### src/rtl/uart_tx_buffered_pkg.sv
// Shared types for the buffered UART transmitter.
// Holds the FSM state enum, oversample ratio and a parity helper.
package uart_pkg;

    typedef enum logic [2:0] {
        IDLE,
        START,
        DATA,
        PARITY,
        STOP
    } state_e;

    localparam int OVERSAMPLE = 16;

    // data is zero-extended by the caller, so extra bits do not flip parity
    function automatic logic calc_parity(
        input logic [8:0] data,
        input logic       odd
    );
        return (^data) ^ odd;
    endfunction

endpackage

### src/rtl/uart_tx_buffered_if.sv
// Producer-side bus of the buffered UART transmitter.
// Ports: wr_en/w_data/parity_odd (to tx), full/overflow/fifo_level (from tx).
interface uart_tx_buffered_if #(
    parameter int DBIT    = 8,
    parameter int FIFO_AW = 4
);
    logic              wr_en;
    logic [DBIT-1:0]   w_data;
    logic              parity_odd;
    logic              full;
    logic              overflow;
    logic [FIFO_AW:0]  fifo_level;

    modport master (
        output wr_en, w_data, parity_odd,
        input  full, overflow, fifo_level
    );

    modport slave (
        input  wr_en, w_data, parity_odd,
        output full, overflow, fifo_level
    );
endinterface

### src/rtl/uart_tx_buffered_fifo.sv
// Synchronous FIFO (uart_sync_fifo) holding frames waiting for the line.
// Ports: push_i/wdata_i in, pop_i in, rdata_o (head), level_o, full_o, empty_o.
module uart_sync_fifo #(
    parameter int DW = 8,
    parameter int AW = 4
) (
    input  logic          clk,
    input  logic          rst_n,
    input  logic          push_i,
    input  logic [DW-1:0] wdata_i,
    input  logic          pop_i,
    output logic [DW-1:0] rdata_o,
    output logic [AW:0]   level_o,
    output logic          full_o,
    output logic          empty_o
);
    localparam int DEPTH = 2 ** AW;

    logic [DW-1:0] mem_q [DEPTH];
    logic [AW-1:0] wp_q, rp_q;
    logic [AW:0]   level_q, level_d;
    logic          full_q;
    logic          do_push, do_pop;

    // full is the registered pre-cycle state: a push while full is
    // dropped even if a pop frees a slot in the same cycle
    assign do_push = push_i && !full_q;
    assign do_pop  = pop_i && (level_q != '0);

    always_comb begin
        level_d = level_q;
        case ({do_push, do_pop})
            2'b10:   level_d = level_q + (AW+1)'(1);
            2'b01:   level_d = level_q - (AW+1)'(1);
            default: level_d = level_q;
        endcase
    end

    always_ff @(posedge clk or negedge rst_n) begin
        if (!rst_n) begin
            wp_q    <= '0;
            rp_q    <= '0;
            level_q <= '0;
            full_q  <= 1'b0;
        end else begin
            if (do_push) wp_q <= wp_q + AW'(1);
            if (do_pop)  rp_q <= rp_q + AW'(1);
            level_q <= level_d;
            full_q  <= (level_d == (AW+1)'(DEPTH));
        end
    end

    always_ff @(posedge clk) begin
        if (do_push) mem_q[wp_q] <= wdata_i;
    end

    assign rdata_o = mem_q[rp_q];
    assign level_o = level_q;
    assign full_o  = full_q;
    assign empty_o = (level_q == '0);

endmodule

### src/rtl/uart_tx_buffered.sv
// Buffered UART transmitter: FIFO + 16x tick generator + frame FSM.
// Ports: clk, reset_n, bus (slave: push side), data_out (serial pin),
//   tx_done_tick (end of stop bit), tx_ready (idle with empty FIFO).
// Build option: define UART_TX_PARITY_EN to insert a parity bit.
module uart_tx_buffered
    import uart_pkg::*;
#(
    parameter int DBIT    = 8,
    parameter int SB_TICK = 16,
    parameter int DVSR    = 326,
    parameter int FIFO_AW = 4
) (
    input  logic                  clk,
    input  logic                  reset_n,
    uart_tx_buffered_if.slave     bus,
    output logic                  data_out,
    output logic                  tx_done_tick,
    output logic                  tx_ready
);
    localparam int CW = $clog2(DVSR);
    localparam int NW = $clog2(DBIT);

    state_e          state_q, state_d;
    logic [CW-1:0]   cnt_q, cnt_d;
    logic [4:0]      s_q, s_d;
    logic [NW-1:0]   n_q, n_d;
    logic [DBIT-1:0] shift_q, shift_d;
    logic            data_out_q, data_out_d;
    logic            done_q, done_d;
    logic            ovf_q;
    logic            tick, pop;
    logic            fifo_empty, fifo_full;
    logic [DBIT-1:0] fifo_rdata;
    logic [FIFO_AW:0] fifo_level;

    uart_sync_fifo #(
        .DW (DBIT),
        .AW (FIFO_AW)
    ) u_fifo (
        .clk     (clk),
        .rst_n   (reset_n),
        .push_i  (bus.wr_en),
        .wdata_i (bus.w_data),
        .pop_i   (pop),
        .rdata_o (fifo_rdata),
        .level_o (fifo_level),
        .full_o  (fifo_full),
        .empty_o (fifo_empty)
    );

`ifdef UART_TX_PARITY_EN
    logic par_q, par_d;

    always_ff @(posedge clk or negedge reset_n) begin
        if (!reset_n) par_q <= 1'b0;
        else          par_q <= par_d;
    end
`else
    logic unused_parity_odd;
    assign unused_parity_odd = bus.parity_odd;
`endif

    // Restarting the divider on pop aligns every bit to the frame start
    assign tick = (cnt_q == CW'(DVSR - 1));

    always_comb begin
        cnt_d = cnt_q + CW'(1);
        if (pop || tick) cnt_d = '0;
    end

    always_comb begin
        state_d = state_q;
        s_d     = s_q;
        n_d     = n_q;
        shift_d = shift_q;
        pop     = 1'b0;
        done_d  = 1'b0;
`ifdef UART_TX_PARITY_EN
        par_d   = par_q;
`endif
        unique case (state_q)
            IDLE: begin
                if (!fifo_empty) begin
                    pop     = 1'b1;
                    shift_d = fifo_rdata;
                    s_d     = '0;
                    n_d     = '0;
                    state_d = START;
`ifdef UART_TX_PARITY_EN
                    par_d   = calc_parity(9'(fifo_rdata),
                                          bus.parity_odd);
`endif
                end
            end
            START: begin
                if (tick) begin
                    if (s_q == 5'(OVERSAMPLE - 1)) begin
                        s_d     = '0;
                        state_d = DATA;
                    end else begin
                        s_d = s_q + 5'd1;
                    end
                end
            end
            DATA: begin
                if (tick) begin
                    if (s_q == 5'(OVERSAMPLE - 1)) begin
                        s_d     = '0;
                        shift_d = shift_q >> 1;
                        if (n_q == NW'(DBIT - 1)) begin
`ifdef UART_TX_PARITY_EN
                            state_d = PARITY;
`else
                            state_d = STOP;
`endif
                        end else begin
                            n_d = n_q + NW'(1);
                        end
                    end else begin
                        s_d = s_q + 5'd1;
                    end
                end
            end
`ifdef UART_TX_PARITY_EN
            PARITY: begin
                if (tick) begin
                    if (s_q == 5'(OVERSAMPLE - 1)) begin
                        s_d     = '0;
                        state_d = STOP;
                    end else begin
                        s_d = s_q + 5'd1;
                    end
                end
            end
`endif
            STOP: begin
                if (tick) begin
                    if (s_q == 5'(SB_TICK - 1)) begin
                        s_d     = '0;
                        done_d  = 1'b1;
                        state_d = IDLE;
                    end else begin
                        s_d = s_q + 5'd1;
                    end
                end
            end
            default: state_d = IDLE;
        endcase
    end

    // Pin level is decoded from the next state so it can be registered
    // without adding a cycle of latency to each bit boundary
    always_comb begin
        data_out_d = 1'b1;
        unique case (state_d)
            START:   data_out_d = 1'b0;
            DATA:    data_out_d = shift_d[0];
`ifdef UART_TX_PARITY_EN
            PARITY:  data_out_d = par_d;
`endif
            default: data_out_d = 1'b1;
        endcase
    end

    always_ff @(posedge clk or negedge reset_n) begin
        if (!reset_n) begin
            state_q    <= IDLE;
            cnt_q      <= '0;
            s_q        <= '0;
            n_q        <= '0;
            shift_q    <= '0;
            data_out_q <= 1'b1;
            done_q     <= 1'b0;
            ovf_q      <= 1'b0;
        end else begin
            state_q    <= state_d;
            cnt_q      <= cnt_d;
            s_q        <= s_d;
            n_q        <= n_d;
            shift_q    <= shift_d;
            data_out_q <= data_out_d;
            done_q     <= done_d;
            ovf_q      <= bus.wr_en && fifo_full;
        end
    end

    assign bus.full       = fifo_full;
    assign bus.overflow   = ovf_q;
    assign bus.fifo_level = fifo_level;
    assign data_out       = data_out_q;
    assign tx_done_tick   = done_q;
    assign tx_ready       = (state_q == IDLE) && fifo_empty;

endmodule

### src/flat_wrapper.sv
// flat-port wrapper written by rule: the top's interface ports become plain ports
module uart_tx_buffered_flat import uart_pkg::*;
#(
    parameter int DBIT    = 8,
    parameter int SB_TICK = 16,
    parameter int DVSR    = 326,
    parameter int FIFO_AW = 4
)
  (clk, reset_n, data_out, tx_done_tick, tx_ready, bus_wr_en, bus_w_data, bus_parity_odd, bus_full, bus_overflow, bus_fifo_level);
  uart_tx_buffered_if #(.DBIT(DBIT), .FIFO_AW(FIFO_AW)) bus_i ();
  input  logic clk;
  input  logic reset_n;
  output logic data_out;
  output logic tx_done_tick;
  output logic tx_ready;
  input wire logic [$bits(bus_i.wr_en)-1:0] bus_wr_en;
  input wire logic [$bits(bus_i.w_data)-1:0] bus_w_data;
  input wire logic [$bits(bus_i.parity_odd)-1:0] bus_parity_odd;
  output wire logic [$bits(bus_i.full)-1:0] bus_full;
  output wire logic [$bits(bus_i.overflow)-1:0] bus_overflow;
  output wire logic [$bits(bus_i.fifo_level)-1:0] bus_fifo_level;
  assign bus_i.wr_en = bus_wr_en;
  assign bus_i.w_data = bus_w_data;
  assign bus_i.parity_odd = bus_parity_odd;
  assign bus_full = bus_i.full;
  assign bus_overflow = bus_i.overflow;
  assign bus_fifo_level = bus_i.fifo_level;
  uart_tx_buffered #(.DBIT(DBIT), .SB_TICK(SB_TICK), .DVSR(DVSR), .FIFO_AW(FIFO_AW)) u_core (.clk(clk), .reset_n(reset_n), .bus(bus_i), .data_out(data_out), .tx_done_tick(tx_done_tick), .tx_ready(tx_ready));
endmodule
### config.mk
export PLATFORM = sky130hd
export DESIGN_NAME = uart_tx_buffered_flat
export DESIGN_NICKNAME = d
export VERILOG_FILES = /design/src/rtl/uart_tx_buffered_pkg.sv /design/src/rtl/uart_tx_buffered_if.sv /design/src/rtl/uart_tx_buffered_fifo.sv /design/src/rtl/uart_tx_buffered.sv /design/src/flat_wrapper.sv
export SDC_FILE = /design/constraint.sdc
export NUM_CORES = 1
export LEC_CHECK = 0
export CAP_MARGIN = 20
export CORE_MARGIN = 10
export CORE_UTILIZATION = 66
export CTS_BUF_LIST = sky130_fd_sc_hd__clkbuf_16
export DETAILED_ROUTE_END_ITERATION = 10
export HOLD_SLACK_MARGIN = 0.06
export PLACE_DENSITY_LB_ADDON = 0.05
export SLEW_MARGIN = 40
export SYNTH_ARGS = -nofsm -noshare
export SYNTH_HDL_FRONTEND = slang
export SYNTH_SLANG_ARGS = --single-unit
### constraint.sdc
create_clock -name clk -period 4.2 [get_ports clk]
set_input_delay 1.05 -clock clk [delete_from_list [all_inputs] [get_ports clk]]
set_output_delay 1.05 -clock clk [all_outputs]
set_load 0.01 [all_outputs]
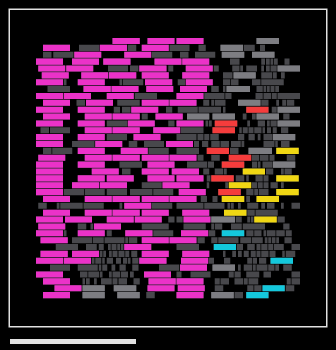
Fig. 1. Register map, names as in the netlist.
The bar under the picture is 50 µm long.
| netlist name | color | flops |
|---|---|---|
| u_core.shift_q | red | 8 |
| u_core.cnt_q | yellow | 9 |
| u_core.u_fifo.level_o | cyan | 5 |
| u_core.u_fifo.mem_q | magenta | 128 |
not colored: 23
Power Sequential: 2.37 mW
register area: 0.00497 mm²

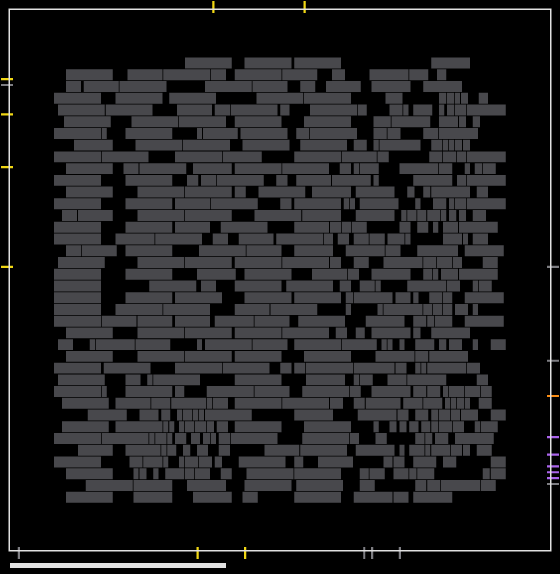
Fig. 2. I/O pins on the die edge.
The bar under the picture is 50 µm long. Pins as bars across the die edge, other pins in gray.
| port | color | pins | direction | edge |
|---|---|---|---|---|
| bus_fifo_level | purple | 5 | output | right |
| tx_ready | orange | 1 | output | right |
| bus_w_data | yellow | 8 | input | 4 left, 2 top, 2 bottom |
all pins by edge: 9 right, 6 bottom, 5 left, 2 top

==> results.cfg <==
; physical design summary
[status]
status = finished, final reports clean

[final_timing]
worst_slack_ns = 0.804
rsz0062_at_grt = false

[worst_setup_path]
cpPeakStageDelay_ns = 0.61
worst_ep_required_time_ns = 3.15
reg2reg_slack_ns = 1.12
crit_buf_inv = 1
endpoint = tx_ready
r2r_cells = 9
path_delay_family = simple AND/OR/NAND/NOR gates

[power]
p_total_mw = 5.19

[flow_run]
warnings = 31

[route]
via_count = 3909
dr.pass1.iters = 4
route.detailed.drc = 0
drtIter0Drc = 428
route.detailed.wl_per_inst_um = 21.7
top_layer = met4

[final_layout]
largest_register_ffs = 128
clockBufferCount = 17
drive_gt1_share_pct = 20.1
dominant_cells = flip-flops and latches
comb-cell-share_pct = 26.7
nNonClkBuffers = 34

[logic_synthesis]
muxShareOfSynthArea_pct = 12.1
yosys_most_used_dff = edfxtp_1
ys.flops = 173
synthAoiAreaFrac_pct = 5.64
edf_count = 128
async_reset_ff_share_pct = 26.0
xor_share_pct = 2.04
ys_sh_simple_pct = 8.18
syn_nets = 466
top_logic_kind = multiplexers

[clocking]
clockBufferDepth = 2
cts.htree.levels = 4
numCtsBuffers = 17

[place]
io_buffers = 20

[grt]
grt_overflow = 0
grt_usage_pct = 17.9

[floorplanning]
fp_util_pct = 67.3
rows = 38
die-area_mm2 = 0.0157

[worst_hold_path]
hold_path_end = u_core.bus.overflow$_DFF_PN0_
Power is estimated from default activity; no workload was simulated.
